File: config.mk
export PLATFORM = sky130hd
export DESIGN_NAME = rgb_mosaic
export DESIGN_NICKNAME = d
export VERILOG_FILES = /design/src/rtl/rgb_mosaic.sv
export SDC_FILE = /design/constraint.sdc
export NUM_CORES = 1
export LEC_CHECK = 0
export ABC_CLOCK_PERIOD_IN_PS = 1700
export CAP_MARGIN = 20
export CORE_ASPECT_RATIO = 1.25
export CORE_UTILIZATION = 44
export DETAILED_ROUTE_END_ITERATION = 8
export MAX_ROUTING_LAYER = met4
export PLACE_DENSITY = 0.82
export SYNTH_ARGS = -nofsm -noshare
export SYNTH_HDL_FRONTEND = slang
export SYNTH_SLANG_ARGS = --single-unit
export TNS_END_PERCENT = 5
File: constraint.sdc
create_clock -name clk -period 1.7 [get_ports clk]
set_input_delay 0.255 -clock clk [delete_from_list [all_inputs] [get_ports clk]]
set_output_delay 0.255 -clock clk [all_outputs]
set_load 0.02 [all_outputs]
File: src/rtl/rgb_mosaic.sv
// Re-mosaics a per-pixel RGB stream into a single-channel Bayer stream, one cycle of latency,
// while measuring frame geometry (first-row width, row count) and flagging ragged rows.
`ifndef DTYPE_WIDTH
`define DTYPE_WIDTH 4
`endif
`ifndef DTYPE_FRAME_START
`define DTYPE_FRAME_START 4'h1
`endif
`ifndef DTYPE_FRAME_END
`define DTYPE_FRAME_END 4'h2
`endif
`ifndef DTYPE_ROW_START
`define DTYPE_ROW_START 4'h3
`endif
`ifndef DTYPE_ROW_END
`define DTYPE_ROW_END 4'h4
`endif
`ifndef DTYPE_PIXEL
`define DTYPE_PIXEL 4'h8
`endif
`ifndef DTYPE_PIXEL_MASK
`define DTYPE_PIXEL_MASK 4'h8
`endif

module rgb_mosaic #(
   parameter int PIXEL_WIDTH    = 10,
   parameter int DATA_WIDTH     = 16,
   parameter int NUM_COLS_WIDTH = 11,
   parameter int NUM_ROWS_WIDTH = 11
) (
   input  logic                      clk,
   input  logic                      reset,
   input  logic                      dvi,
   input  logic [`DTYPE_WIDTH-1:0]   dtypei,
   input  logic [PIXEL_WIDTH-1:0]    r,
   input  logic [PIXEL_WIDTH-1:0]    g,
   input  logic [PIXEL_WIDTH-1:0]    b,
   input  logic [DATA_WIDTH-1:0]     meta_datai,
   input  logic [1:0]                phase,
   output logic                      dvo,
   output logic [`DTYPE_WIDTH-1:0]   dtypeo,
   output logic [DATA_WIDTH-1:0]     datao,
   output logic [NUM_COLS_WIDTH-1:0] num_cols,
   output logic [NUM_ROWS_WIDTH-1:0] num_rows,
   output logic                      row_len_err
);

   logic                      row_phase_q, row_phase_d;
   logic                      col_phase_q, col_phase_d;
   logic [NUM_COLS_WIDTH-1:0] col_cnt_q, col_cnt_d;
   logic [NUM_ROWS_WIDTH-1:0] row_cnt_q, row_cnt_d;
   logic [NUM_COLS_WIDTH-1:0] row_len_q, row_len_d;
   logic                      first_row_q, first_row_d;
   logic                      frame_err_q, frame_err_d;
   logic                      dvo_q, dvo_d;
   logic [`DTYPE_WIDTH-1:0]   dtypeo_q, dtypeo_d;
   logic [DATA_WIDTH-1:0]     datao_q, datao_d;
   logic [NUM_COLS_WIDTH-1:0] num_cols_q, num_cols_d;
   logic [NUM_ROWS_WIDTH-1:0] num_rows_q, num_rows_d;
   logic                      row_len_err_q, row_len_err_d;
   logic [PIXEL_WIDTH-1:0]    pix_sel_s;
   logic                      is_pix_s;

   // Bayer colour pick from the current (pre-toggle) row/col phase.
   always_comb begin
      pix_sel_s = r;
      case ({row_phase_q, col_phase_q})
         2'd0:    pix_sel_s = r;
         2'd1:    pix_sel_s = g;
         2'd2:    pix_sel_s = g;
         2'd3:    pix_sel_s = b;
         default: pix_sel_s = r;
      endcase
   end

   assign is_pix_s = ((dtypei & `DTYPE_PIXEL_MASK) != {`DTYPE_WIDTH{1'b0}});

   // Next-state for phase tracking, geometry measurement and the output stage.
   always_comb begin
      row_phase_d   = row_phase_q;
      col_phase_d   = col_phase_q;
      col_cnt_d     = col_cnt_q;
      row_cnt_d     = row_cnt_q;
      row_len_d     = row_len_q;
      first_row_d   = first_row_q;
      frame_err_d   = frame_err_q;
      datao_d       = datao_q;
      num_cols_d    = num_cols_q;
      num_rows_d    = num_rows_q;
      row_len_err_d = row_len_err_q;
      dvo_d         = dvi;
      dtypeo_d      = dtypei;
      if (dvi) begin
         if (is_pix_s) begin
            datao_d     = DATA_WIDTH'(pix_sel_s);
            col_phase_d = ~col_phase_q;
            if (col_cnt_q != {NUM_COLS_WIDTH{1'b1}}) begin
               col_cnt_d = col_cnt_q + {{(NUM_COLS_WIDTH-1){1'b0}}, 1'b1};
            end else begin
               col_cnt_d = col_cnt_q;
            end
         end else begin
            datao_d = meta_datai;
            case (dtypei)
               `DTYPE_FRAME_START: begin
                  row_phase_d = phase[1];
                  row_cnt_d   = {NUM_ROWS_WIDTH{1'b0}};
                  row_len_d   = {NUM_COLS_WIDTH{1'b0}};
                  frame_err_d = 1'b0;
                  first_row_d = 1'b1;
               end
               `DTYPE_ROW_START: begin
                  col_phase_d = phase[0];
                  col_cnt_d   = {NUM_COLS_WIDTH{1'b0}};
               end
               `DTYPE_ROW_END: begin
                  row_phase_d = ~row_phase_q;
                  if (row_cnt_q != {NUM_ROWS_WIDTH{1'b1}}) begin
                     row_cnt_d = row_cnt_q + {{(NUM_ROWS_WIDTH-1){1'b0}}, 1'b1};
                  end else begin
                     row_cnt_d = row_cnt_q;
                  end
                  if (first_row_q) begin
                     row_len_d   = col_cnt_q;
                     first_row_d = 1'b0;
                  end else if (col_cnt_q != row_len_q) begin
                     frame_err_d = 1'b1;
                  end else begin
                     frame_err_d = frame_err_q;
                  end
               end
               `DTYPE_FRAME_END: begin
                  num_cols_d    = row_len_q;
                  num_rows_d    = row_cnt_q;
                  row_len_err_d = frame_err_q;
               end
               default: begin
                  row_phase_d = row_phase_q;
               end
            endcase
         end
      end else begin
         datao_d = datao_q;
      end
   end

   // State and registered outputs; reset overrides any concurrent input.
   always_ff @(posedge clk) begin
      if (reset) begin
         row_phase_q   <= 1'b0;
         col_phase_q   <= 1'b0;
         col_cnt_q     <= {NUM_COLS_WIDTH{1'b0}};
         row_cnt_q     <= {NUM_ROWS_WIDTH{1'b0}};
         row_len_q     <= {NUM_COLS_WIDTH{1'b0}};
         first_row_q   <= 1'b0;
         frame_err_q   <= 1'b0;
         dvo_q         <= 1'b0;
         dtypeo_q      <= {`DTYPE_WIDTH{1'b0}};
         datao_q       <= {DATA_WIDTH{1'b0}};
         num_cols_q    <= {NUM_COLS_WIDTH{1'b0}};
         num_rows_q    <= {NUM_ROWS_WIDTH{1'b0}};
         row_len_err_q <= 1'b0;
      end else begin
         row_phase_q   <= row_phase_d;
         col_phase_q   <= col_phase_d;
         col_cnt_q     <= col_cnt_d;
         row_cnt_q     <= row_cnt_d;
         row_len_q     <= row_len_d;
         first_row_q   <= first_row_d;
         frame_err_q   <= frame_err_d;
         dvo_q         <= dvo_d;
         dtypeo_q      <= dtypeo_d;
         datao_q       <= datao_d;
         num_cols_q    <= num_cols_d;
         num_rows_q    <= num_rows_d;
         row_len_err_q <= row_len_err_d;
      end
   end

   assign dvo         = dvo_q;
   assign dtypeo      = dtypeo_q;
   assign datao       = datao_q;
   assign num_cols    = num_cols_q;
   assign num_rows    = num_rows_q;
   assign row_len_err = row_len_err_q;

endmodule
### Placement by cell class

Bar = 20 um. Fill, decap, tap and diode cells in grey.
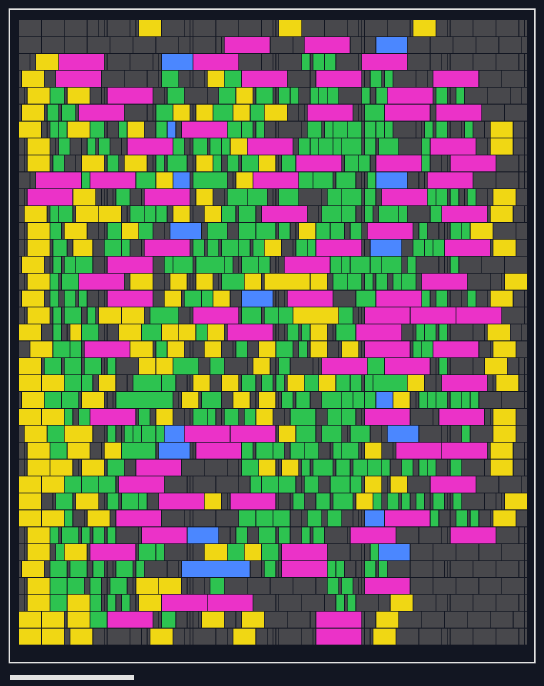
blue -> clock drivers and dummy loads  # cells 16
green -> all other logic  # cells 337
yellow -> other buffers and delay cells  # cells 157
magenta -> flip-flops  # cells 81

### PDN straps and rails

Pins as bars on the die edge. Tap cells in grey.
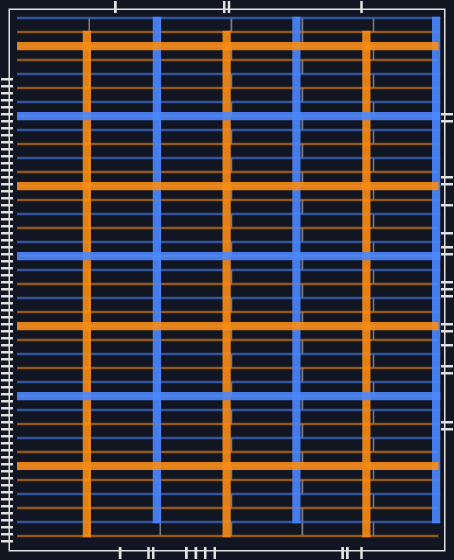
orange -> VSS
blue -> VDD
rows = 37
met5 straps = 7
tap cells = 97
met1 rails = 38
met4 straps = 6

==> changes_impl.md <==
## Flow update

- Syn Inst Count: 457
- Wire length on met2: 4940 um
- Routed wire length: 9910 um
- Max-area cell class: combinational gates
- Area share, top type: 43.5%
- Critical-path maximum fanout: 4
- # IOs: 99
- First-pass GRT wire length: 16,600 um
- Root buf cell: clkbuf_8
- Area after DPL: 5130 um^2
- Internal: 2.94 mW
- EDFF count, synth: 0
- Post-synth seq share: 43.5%
- Hold path depth: 2
- Non-clock buffering overhead: 27.0%
- Hold slack: 0.255 ns
- Antenna violations before repair: 0
- Post-synth mux share: 0%
- Sequential power: 1.95 mW
- Period utilization: 98.7%
- RSZ-0062 raised after global routing: yes
- Max VDD drop: 0.000380 V
- GRT Util Overall: 24.0%
- Fin util: 65.1%
- Late-Pin Clk Latency: 0.37 ns
- Area Growth Syn to Fin: 43.8%
- Post-CTS setup buffer count: 0
- Slew Viols, Final: 0
- Met1 usage: 27.3%
- Buffers and inverters on the worst path: 1
- Most frequent cells in the layout: clkdlybuf4s50_1, dfxtp_1, nand2_1, a21oi_1, buf_4
- Final HPWL from detailed placement: 7420 um
- Cell type with the largest total area: dfxtp_1
- Worst Setup SP: dtypei[0]
- DR top layer: met4
- Most common cell in the synthesized netlist: dfxtp_1
- M1 wire length: 4140 um
- Failing checks: design-rule violations
- RR Endpoint: row_cnt_q[8]
- Max_cap viols: 0
- Residual DRC: 3
- Rel. slew slack: 76.1%
- Hold endpoint: first_row_q
- Via count: 3,819
- Clock-cell share: 3.80%
- Register area: 1620 um^2
- Buffers on Ports: 98
- H-tree lvl count: 3
- Yosys cell count: 457
- Yosys warns: 0
- Slowest CP cell: clkdlybuf4s50_1
- Gpl congestion: 0.852
- Combinational power: 0.529 mW
- Status: finished, violations left
- Clock power share: 37.2%
- Setup ws final: 0.0222 ns
- Total grt overflow: 0
- R2R Setup Slk: 0.02 ns
- Initial Util: 45.2%
- Largest net degree at the start of global routing: 34
- Main area contributors: dfxtp_1, nand2_1, a21oi_1
- R2R depth: 5
- Diodes inserted: 0
- Tool warnings: 29
- Hold path startpoint: reset
- Dpl cells: 672
- Post-synth ARST share: 0%
- Non-clk bufs: 157
- Syn Nets: 516
- Chip width: 84.3 um
- Post-Syn Area per Cell: 8.16 um^2
- RR Startpoint: row_cnt_q[1]
- Synth cell types: 47
- Hold Fails Final Rpt: 0
- Pwr dens: 737 nW/um^2
- PostCTS Resize Cnt: 4
- Setup Viol. Count Final: 0
- Sw frac: 25.5%
- Sequential power share: 49.4%
- Met3 routed WL: 614 um
- Critical Path AT: 1.98 ns
- Crit path cell chain: clkdlybuf4s50_1 > or3b_4 > or4_4 > a31o_1 > a21oi_2
- Delay-heaviest family, CP: simple AND/OR/NAND/NOR gates
- Setup Slack @ Placement: -0.512 ns
- Core area: 8240 um^2
- Worst clock skew: 0.0113 ns
- CTS tree: done
- Final Cell Area: 5360 um^2
- Critical path class: primary input to flip-flop
- Stages on the worst setup path: 5
### Placement view

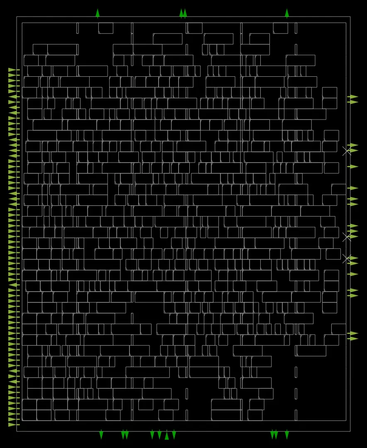
Final Non-Filler Cells: 688
flip-flops: 81
# Taps: 97
row cnt: 37
sequential cell area share: 30.2%

Power is estimated from default activity; no workload was simulated.
